## src/rtl/stream_id_demux.sv

```systemverilog
// Routes a single input beat stream to one of STREAM_COUNT outputs by id.
// Each output has a 2-entry skid buffer; a packet FSM locks the id until the last beat.

module stream_id_demux_skid #(
  parameter int W = 8
) (
  input  logic         clk_i,
  input  logic         rst_i,
  input  logic         push_i,
  input  logic [W-1:0] din_i,
  input  logic         ready_i,
  output logic         full_o,
  output logic         valid_o,
  output logic [W-1:0] dout_o
);
  logic [1:0]   cnt;
  logic [W-1:0] e0, e1;
  logic         pop;

  assign valid_o = (cnt != 2'd0);
  assign full_o  = (cnt == 2'd2);
  assign dout_o  = e0;
  assign pop     = valid_o & ready_i;

  // e0 is always the head; e1 only holds data while two entries are queued
  always_ff @(posedge clk_i) begin
    if (rst_i) begin
      cnt <= 2'd0;
      e0  <= '0;
      e1  <= '0;
    end else begin
      case ({push_i, pop})
        2'b10: begin
          if (cnt == 2'd0) e0 <= din_i;
          else             e1 <= din_i;
          cnt <= cnt + 2'd1;
        end
        2'b01: begin
          e0  <= e1;
          cnt <= cnt - 2'd1;
        end
        2'b11: begin
          if (cnt == 2'd2) begin
            e0 <= e1;
            e1 <= din_i;
          end else begin
            e0 <= din_i;
          end
        end
        default: ;
      endcase
    end
  end
endmodule

module stream_id_demux #(
  parameter int T_DATA_WIDTH = 8,
  parameter int T_QOS__WIDTH = 4,
  parameter int STREAM_COUNT = 2,
  parameter int T_ID___WIDTH = $clog2(STREAM_COUNT)
) (
  input  logic                                      clk_i,
  input  logic                                      rst_i,
  input  logic [T_DATA_WIDTH-1:0]                   s_data_i,
  input  logic [T_QOS__WIDTH-1:0]                   s_qos_i,
  input  logic [T_ID___WIDTH-1:0]                   s_id_i,
  input  logic                                      s_last_i,
  input  logic                                      s_valid_i,
  output logic                                      s_ready_o,
  output logic [STREAM_COUNT-1:0][T_DATA_WIDTH-1:0] m_data_o,
  output logic [STREAM_COUNT-1:0][T_QOS__WIDTH-1:0] m_qos_o,
  output logic [STREAM_COUNT-1:0]                   m_last_o,
  output logic [STREAM_COUNT-1:0]                   m_valid_o,
  input  logic [STREAM_COUNT-1:0]                   m_ready_i,
  output logic                                      err_o
);
  typedef struct packed {
    logic [T_DATA_WIDTH-1:0] data;
    logic [T_QOS__WIDTH-1:0] qos;
    logic                    last;
  } beat_t;

  localparam int BW = $bits(beat_t);
  localparam logic [T_ID___WIDTH:0] SC = (T_ID___WIDTH+1)'(STREAM_COUNT);
  localparam logic [0:0] IDLE   = 1'b0;
  localparam logic [0:0] IN_PKT = 1'b1;

  logic [0:0]              state;
  logic [T_ID___WIDTH-1:0] lock_id;
  logic                    drop_q;
  logic                    err_q;

  logic                    in_pkt, id_ok, drop, sel_full, acc, id_err;
  logic [T_ID___WIDTH-1:0] dest;
  logic [STREAM_COUNT-1:0] full, push;
  beat_t                   beat_in;
  beat_t [STREAM_COUNT-1:0] beat_out;

  assign beat_in = '{data: s_data_i, qos: s_qos_i, last: s_last_i};
  assign id_ok   = ({1'b0, s_id_i} < SC);
  assign in_pkt  = (state == IN_PKT);
  assign dest    = in_pkt ? lock_id : s_id_i;
  assign drop    = in_pkt ? drop_q : ~id_ok;
  assign id_err  = in_pkt ? (s_id_i != lock_id) : ~id_ok;

  // Ready looks only at stored occupancy, never at m_ready_i, so there is
  // no combinational path from the output side back to the input.
  always_comb begin
    sel_full = 1'b0;
    for (int k = 0; k < STREAM_COUNT; k++)
      if (dest == T_ID___WIDTH'(k)) sel_full = full[k];
  end

  assign s_ready_o = ~rst_i & (drop | ~sel_full);
  assign acc       = s_valid_i & s_ready_o;
  assign err_o     = err_q;

  for (genvar k = 0; k < STREAM_COUNT; k++) begin : g_lane
    assign push[k] = acc & ~drop & (dest == T_ID___WIDTH'(k));

    stream_id_demux_skid #(.W(BW)) u_skid (
      .clk_i   (clk_i),
      .rst_i   (rst_i),
      .push_i  (push[k]),
      .din_i   (beat_in),
      .ready_i (m_ready_i[k]),
      .full_o  (full[k]),
      .valid_o (m_valid_o[k]),
      .dout_o  (beat_out[k])
    );

    assign m_data_o[k] = beat_out[k].data;
    assign m_qos_o[k]  = beat_out[k].qos;
    assign m_last_o[k] = beat_out[k].last;
  end

  // An out-of-range id at packet start turns the whole packet into a drop.
  always_ff @(posedge clk_i) begin
    if (rst_i) begin
      state   <= IDLE;
      lock_id <= '0;
      drop_q  <= 1'b0;
      err_q   <= 1'b0;
    end else if (acc) begin
      if (id_err) err_q <= 1'b1;
      case (state)
        IDLE: begin
          if (!s_last_i) begin
            state   <= IN_PKT;
            lock_id <= s_id_i;
            drop_q  <= ~id_ok;
          end
        end
        IN_PKT: begin
          if (s_last_i) begin
            state  <= IDLE;
            drop_q <= 1'b0;
          end
        end
        default: state <= IDLE;
      endcase
    end
  end
endmodule

```

## config.mk

```make
export PLATFORM = sky130hd
export DESIGN_NAME = stream_id_demux
export DESIGN_NICKNAME = d
export VERILOG_FILES = /design/src/rtl/stream_id_demux.sv
export SDC_FILE = /design/constraint.sdc
export NUM_CORES = 1
export LEC_CHECK = 0
export CORE_MARGIN = 2
export CORE_UTILIZATION = 31
export CTS_CLUSTER_SIZE = 20
export DETAILED_ROUTE_END_ITERATION = 12
export HOLD_SLACK_MARGIN = 0.12
export SLEW_MARGIN = 20
export SYNTH_ARGS = -nofsm -noshare
export SYNTH_HDL_FRONTEND = slang
export SYNTH_SLANG_ARGS = --single-unit
export TNS_END_PERCENT = 10
```

## constraint.sdc

```tcl
create_clock -name clk_i -period 2.8 [get_ports clk_i]
set_clock_uncertainty 0.2 [all_clocks]
set_input_delay 0.7 -clock clk_i [delete_from_list [all_inputs] [get_ports clk_i]]
set_output_delay 0.7 -clock clk_i [all_outputs]
set_load 0.02 [all_outputs]
```

==> run_1/met1.png <==
The bar under the picture is 20 um long. Cells faint in the background.
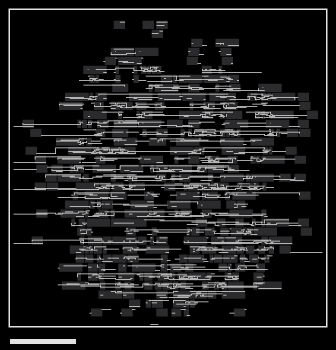
- longest straight run: 39.1 um
- wire length on this layer: 3,110 um
- nets with wire on the layer: 326
- share of all routed wire: 50%

==> run_1/met2.png <==
Cells faint in the background.
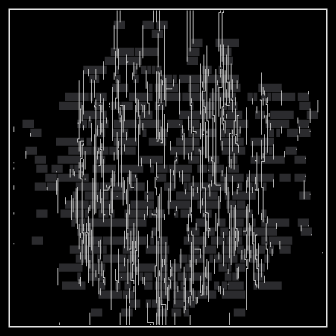
- main direction: vertical
- wire length on this layer: 2,730 um
- longest straight run: 35.5 um

==> run summary, run 1 <==
flow finished, numbers: CP Launch Type primary input, crit path DAT roughly 2.7 ns, Post-synth regs between 50 and 60, setup slack, reg-to-reg ~0.37 ns, delay-heaviest family, CP buffers and inverters, worst path buffer plus inverter count 4, Power Total roughly 2.6 mW, mux share between 10% and 20%, Comb power ~830 uW, Worst slew margin around 64%, Num CTS Buffers 9, setup tns final 0 ns, via count around 2,200, fp_density between 30% and 40%, post-synthesis cell area around 2600 um^2, status completed, Post-synth EDFFs 0, fa+ha+maj area frac just under 3%, Clock buf/inv share 5.17%, cell type with the largest total area dfxtp_1, final std cells w/o fill between 400 and 500, Core Util, Final between 40 and 50%, FP Rows 33, Commonest Layout Cell dfxtp_1, crit-path cells clkdlybuf4s50_1, nor2b_2, nand3_1, inv_1, buf_4, ha_1, o21ba_2, nor4_4, buf_12, mux2i_1, nor2_1, maximum root-to-sink buffer count 2, CP peak stage delay around 0.42 ns, layout cells sized above 1 15.3%, top-count cell post-synth dfxtp_1, Final period util between 90% and 100%, Max Cap Viol 0, Via density roughly 4.9, number of global-route vias before repair about 2,100, Multi-input comb cells roughly 190, Comb/total area roughly 37%, hold_ws between 0.2 and 0.3 ns, Simple-Gate Area Share 18.4%, most numerous logic cells after layout dfxtp_1, nor2_1, clkdlybuf4s50_1, Top logic family simple AND/OR/NAND/NOR gates, min-delay worst type reg2reg, combinational share of power 31.8%, gpl congestion about 0.77, compound-gate portion of the synthesized area roughly 14%, Final Cell Area 3510 um^2, non-clock buffer count in the final layout approximately 73, sequential cell area share 33.6%, fmax 0.378 GHz, cells after synthesis 278, Top cells by area dfxtp_1, mux2i_1, a221oi_1, initial antenna violation count 0, XOR-XNOR Cells, Area Fraction between 1.5 and 2%, WL/cell between 10 and 15 um, dominant kind of cell logic gates
==> run_1/met3.png <==
The bar under the picture is 20 um long. Cells faint in the background.
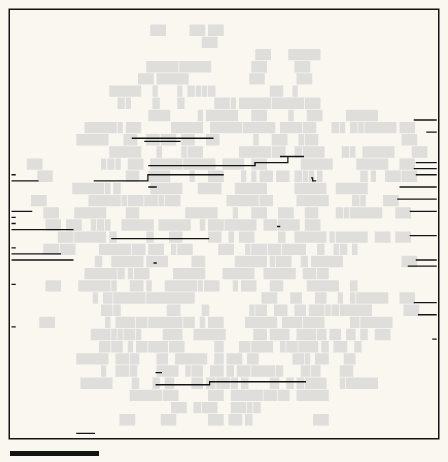
- main direction: horizontal
- nets with wire on the layer: 31
- share of all routed wire: 4.5%
- wire length on this layer: 279 um

==> run_1/final_placement.png <==
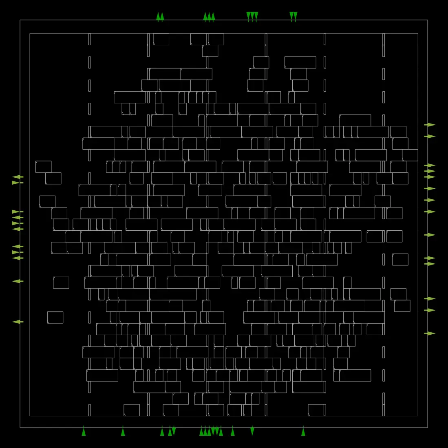
sequential cells: 59
# fillers: 829
tap cells: 105

run 1: routing by layer:
metal | wire (um) | part of all wire (%) | track usage [%] | up-vias
li1 | - | - | - | 1115
met1 | 3110 | 50 | 20.1 | 1022
met2 | 2730 | 44 | 21.6 | 46
met3 | 279 | 4.5 | 3.72 | 8
met4 | 114 | 1.8 | 7.14 | 0
met5 | 0 | 0 | 0 | -
run 1: path summary, 6_finish.rpt:
check,end,cells after the start,from
worst max register to register,g_lane[1].u_skid.dout_o[8],10,in_pkt
worst min-delay path,g_lane[1].u_skid.dout_o[6],2,g_lane[1].u_skid.dout_o[6]
worst min register to register,g_lane[1].u_skid.dout_o[6],2,g_lane[1].u_skid.dout_o[6]
worst max-delay path,g_lane[0].u_skid.e1[1],11,s_valid_i
==> run_1/registers.png <==
Other sequential cells in the stronger gray, the rest of the logic in the fainter gray.
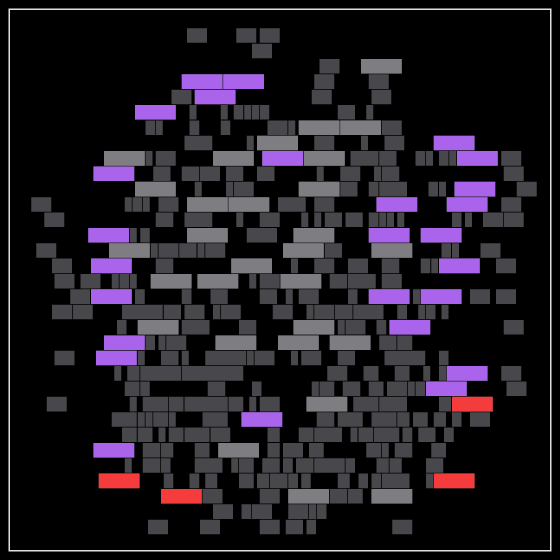

## Run 2: what changed since run 1
--- a/config.mk
+++ b/config.mk
@@ -5,6 +5,7 @@
 export SDC_FILE = /design/constraint.sdc
 export NUM_CORES = 1
 export LEC_CHECK = 0
+export ABC_AREA = 1
 export CORE_MARGIN = 2
 export CORE_UTILIZATION = 31
 export CTS_CLUSTER_SIZE = 20
==> run_2/registers.png <==
Other sequential cells in the stronger gray, the rest of the logic in the fainter gray.
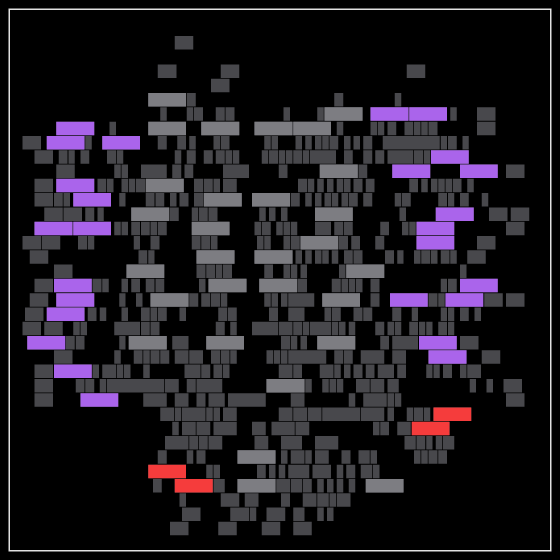
- red: g_lane.u_skid.cnt (placed flops 4)
- purple: g_lane.u_skid.dout_o (placed flops 26)

==> run 2 against run 1 <==
Against the previous run:
- sequential cell count did not move
- register-to-register slack better by 0.20 ns
- clock power rose by 18%
- global-route usage increased by 0.65 points
- cell count rose by 47%
- die size increased by 15%
- sequential share of layout area fell by 4.3 points
- maximum frequency increased by 1.3%
- wire length rose by 17%
- count of clock-buffer cells in the layout down 2
- first-iteration DRC count grew 34%
==> run summary, run 2 <==
flow finished, numbers: GR peak layer met2, fa+ha+maj area frac under 10%, met2 Usage GRT 24.8%, global-route wire length before repair around 13 mm, top cells by count, synth inv_1, dfxtp_1, nor2_1, o21ai_0, nand2_1, Post-synth regs 59, status completed, via count between 2,000 and 3,000, # DRC 0, FF-to-FF path depth 14, min-delay worst type reg2reg, initial antenna violation count 0, fp_density 31.4%, Worst slew margin between 70% and 80%, Hold Startpoint g_lane[1].u_skid.e1[3], dominant kind of cell logic gates, CP Launch Type primary input, CP peak stage delay ~0.47 ns, most numerous logic cells after layout inv_1, dfxtp_1, nor2_1, o21ai_0, nand2_1, cell type with the largest total area dfxtp_1, routing usage on met3 between 5 and 6%, Final period util approximately 93%, unique cell type count in the Yosys netlist 29, compound-gate portion of the synthesized area about 17%, FF-to-FF Start g_lane[1].u_skid.cnt[0], fmax 0.383 GHz, combinational share of power a little over a quarter, setup tns final 0 ns, Num CTS Buffers 9, Simple-Gate Area Share a little over a quarter, crit path DAT between 1.5 and 2 ns, cells after synthesis around 450, Top logic family simple AND/OR/NAND/NOR gates, CTS tree done, max layer used met4, CP startpoint s_id_i, met3 wire length between 300 and 400 um, Multi-input comb cells 283, non-clock buffer count in the final layout a little under 80, GR Util met1 20.0%, tap cells ~130, top-count cell post-synth inv_1, M1 WL 3.72 mm, crit path to s_ready_o, sequential cells around 59, top_reg_cell synth dfxtp_1, DIE AREA about 11,000 um^2, total core area 9640 um^2, Pwr Density between 600 and 700 nW/um^2, # IOs approximately 50, Crit Path Class in2out, crit-path cells clkdlybuf4s50_1, inv_1, nand2_1, nand2_1, nor2_4, nor2_4, buf_2, setup slack, reg-to-reg roughly 0.57 ns, Power Total roughly 2.5 mW, hold_ws roughly 0.25 ns, Slowest cell on crit path clkdlybuf4s50_1, maximum root-to-sink buffer count 2, WHS Endpoint g_lane[1].u_skid.e1[3], worst reg2reg endpoint g_lane[0].u_skid.dout_o[8], Commonest Layout Cell inv_1, layout cells sized above 1 13.2%, Post-synth EDFFs 0, Top cells by area dfxtp_1, inv_1, o21ai_0, Comb/total area roughly a third, number of global-route vias before repair about 2,800, Max Cap Viol 0, XOR-XNOR Cells, Area Fraction 0%, mux share 0%, Via density around 4.5, post-synthesis cell area around 3000 um^2, Final Cell Area around 4000 um^2, WL/cell around 11 um, gpl congestion 0.842
==> run_2/final_placement.png <==
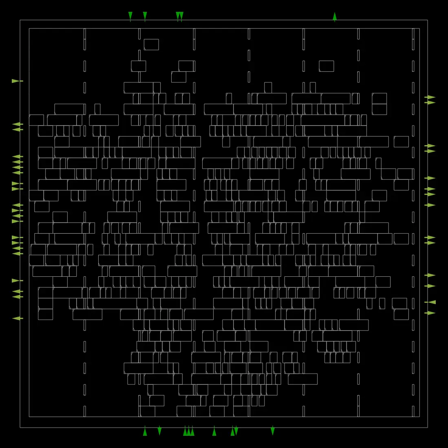
sequential cell area share: 29.3%
# fillers: 1,038
final std cells w/o fill: 654
Core Util, Final: 41.8%
FP Rows: 36

run 2: cell types whose count changed in the layout (fill, tap and decap cells not counted), sizes merged, moves of 26 or more:
cell	delta
a21oi	+31
a221oi	-26
nand3	+49
o21ai	+54
nor3	-26
mux2i	-29
inv	+81
nand2	+56
run 2: power groups by stage:
stage / Clock (mW) / Sequential [mW] / Combinational (mW)
after global placement: 0 / 0.993 / 0.660
after floorplan: 0 / 1.06 / 0.340
after CTS: 0.891 / 0.975 / 0.675
after global routing: 0.930 / 0.987 / 0.757
after detailed placement: 0 / 0.993 / 0.670
final: 0.873 / 0.975 / 0.674
run 2: worst max-delay path, delay by kind of cell:
kind / cells / cell delay [ns]
buf+inv: 3 / 0.67
simple gates: 4 / 0.34
==> run_2/met1.png <==
The bar under the picture is 20 um long. Cells faint in the background.
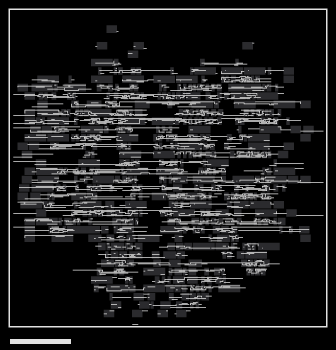

## Run 3: what changed since run 2
--- a/config.mk
+++ b/config.mk
@@ -5,10 +5,9 @@
 export SDC_FILE = /design/constraint.sdc
 export NUM_CORES = 1
 export LEC_CHECK = 0
-export ABC_AREA = 1
+export ABC_CLOCK_PERIOD_IN_PS = 2800
 export CORE_MARGIN = 2
 export CORE_UTILIZATION = 31
-export CTS_CLUSTER_SIZE = 20
 export DETAILED_ROUTE_END_ITERATION = 12
 export HOLD_SLACK_MARGIN = 0.12
 export SLEW_MARGIN = 20
==> run_3/met1.png <==
The bar under the picture is 20 um long. Cells faint in the background.
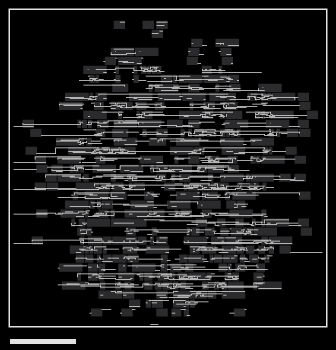
- nets with wire on the layer: 326
- share of all routed wire: 50%
- main direction: horizontal
- longest straight run: 39.1 um

==> run_3/met2.png <==
Cells faint in the background.
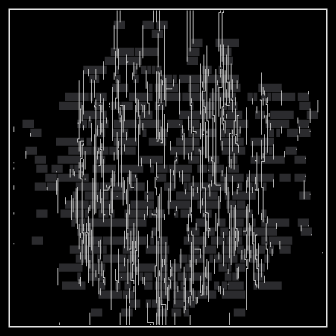
met2 Usage GRT: 21.6%
Routed WL: 6.24 mm

==> run 3 against run 2 <==
Against the previous run:
- critical path depth increased by 4
- wire length decreased by 14%
- register-to-register slack got worse by 0.20 ns
- critical endpoint is now g_lane[0].u_skid.e1[1]
- via count decreased by 25%
- largest cell class unchanged
- sequential power grew 6%
==> run summary, run 3 <==
flow finished, numbers: status completed, Final period util between 90 and 100%, worst reg2reg endpoint g_lane[1].u_skid.dout_o[8], post-synthesis cell area between 2000 and 3000 um^2, fa+ha+maj area frac between 2 and 3%, WHS Endpoint g_lane[1].u_skid.dout_o[6], cell type with the largest total area dfxtp_1, Max Cap Viol 0, Worst slew margin between 60% and 70%, maximum root-to-sink buffer count 2, Final Cell Area 3510 um^2, # IOs approximately 50, CP startpoint s_valid_i, met3 wire length ~280 um, seq pwr 1.03 mW, Clock buf/inv share around 5.2%, Post-synth regs approximately 59, Simple-Gate Area Share 18.4%, hold_ws a little under 0.3 ns, Comb/total area between 30% and 40%, # fillers between 800 and 900, Pwr Density ~740 nW/um^2, crit path to g_lane[0].u_skid.e1[1], crit path DAT around 2.7 ns, # DRC 0, Via density just under 5, Core Util, Final between 40% and 50%, max layer used met4, top-count cell post-synth dfxtp_1, Multi-input comb cells between 150 and 200, M1 WL between 3 and 4 mm, dominant kind of cell logic gates, routing usage on met3 under 10%, FF-to-FF Start in_pkt, sequential cells about 59, WL met2 between 2 and 3 mm, delay-heaviest family, CP buffers and inverters, total core area 8180 um^2, XOR-XNOR Cells, Area Fraction under 10%, tap cells 105, mux share 11.7%, worst path buffer plus inverter count 4, GR Util met1 20.1%, min-delay worst type reg2reg, setup tns final 0 ns, Power Total 2.60 mW, via count about 2,200, Num CTS Buffers 9, final std cells w/o fill 445, cells after synthesis ~280, CTS tree done, top_reg_cell synth dfxtp_1, crit-path cells clkdlybuf4s50_1, nor2b_2, nand3_1, inv_1, buf_4, ha_1, o21ba_2, nor4_4, buf_12, mux2i_1, nor2_1, worst hold path cell count 2, Hold Startpoint g_lane[1].u_skid.dout_o[6], Top logic family simple AND/OR/NAND/NOR gates, non-clock buffer count in the final layout between 70 and 80, setup slack, reg-to-reg between 0.3 and 0.4 ns, Post-synth EDFFs 0, CP peak stage delay ~0.42 ns
-- run 3: cell types whose count changed in the layout (fill, tap and decap cells not counted), moves of 5 or more --
| cell | change |
|---|---|
| nor3_1 | +26 |
| inv_1 | -76 |
| a221oi_1 | +24 |
| o21ai_0 | -54 |
| nand3_1 | -48 |
| nand2_2 | -5 |
| a21oi_1 | -31 |
| buf_4 | -8 |
| mux2i_1 | +28 |
| nand2_1 | -50 |
-- run 3: repair_timing --
item	CTS	global route
cloned	0	0
pin swaps	0	0
setup endpoints to repair	1	20
buffers inserted	0	0
resized	6	4
-- run 3: cells by family after synthesis --
family                     count (synthesis)
adders and majority gates                  6
AOI/OAI and AO/OA                         45
muxes                                     30
DFF                                       59
xor gates and xnor gates                   5
buffers and inverters                     29
and+or+nand+nor                          104
Power is estimated from default activity; no workload was simulated.
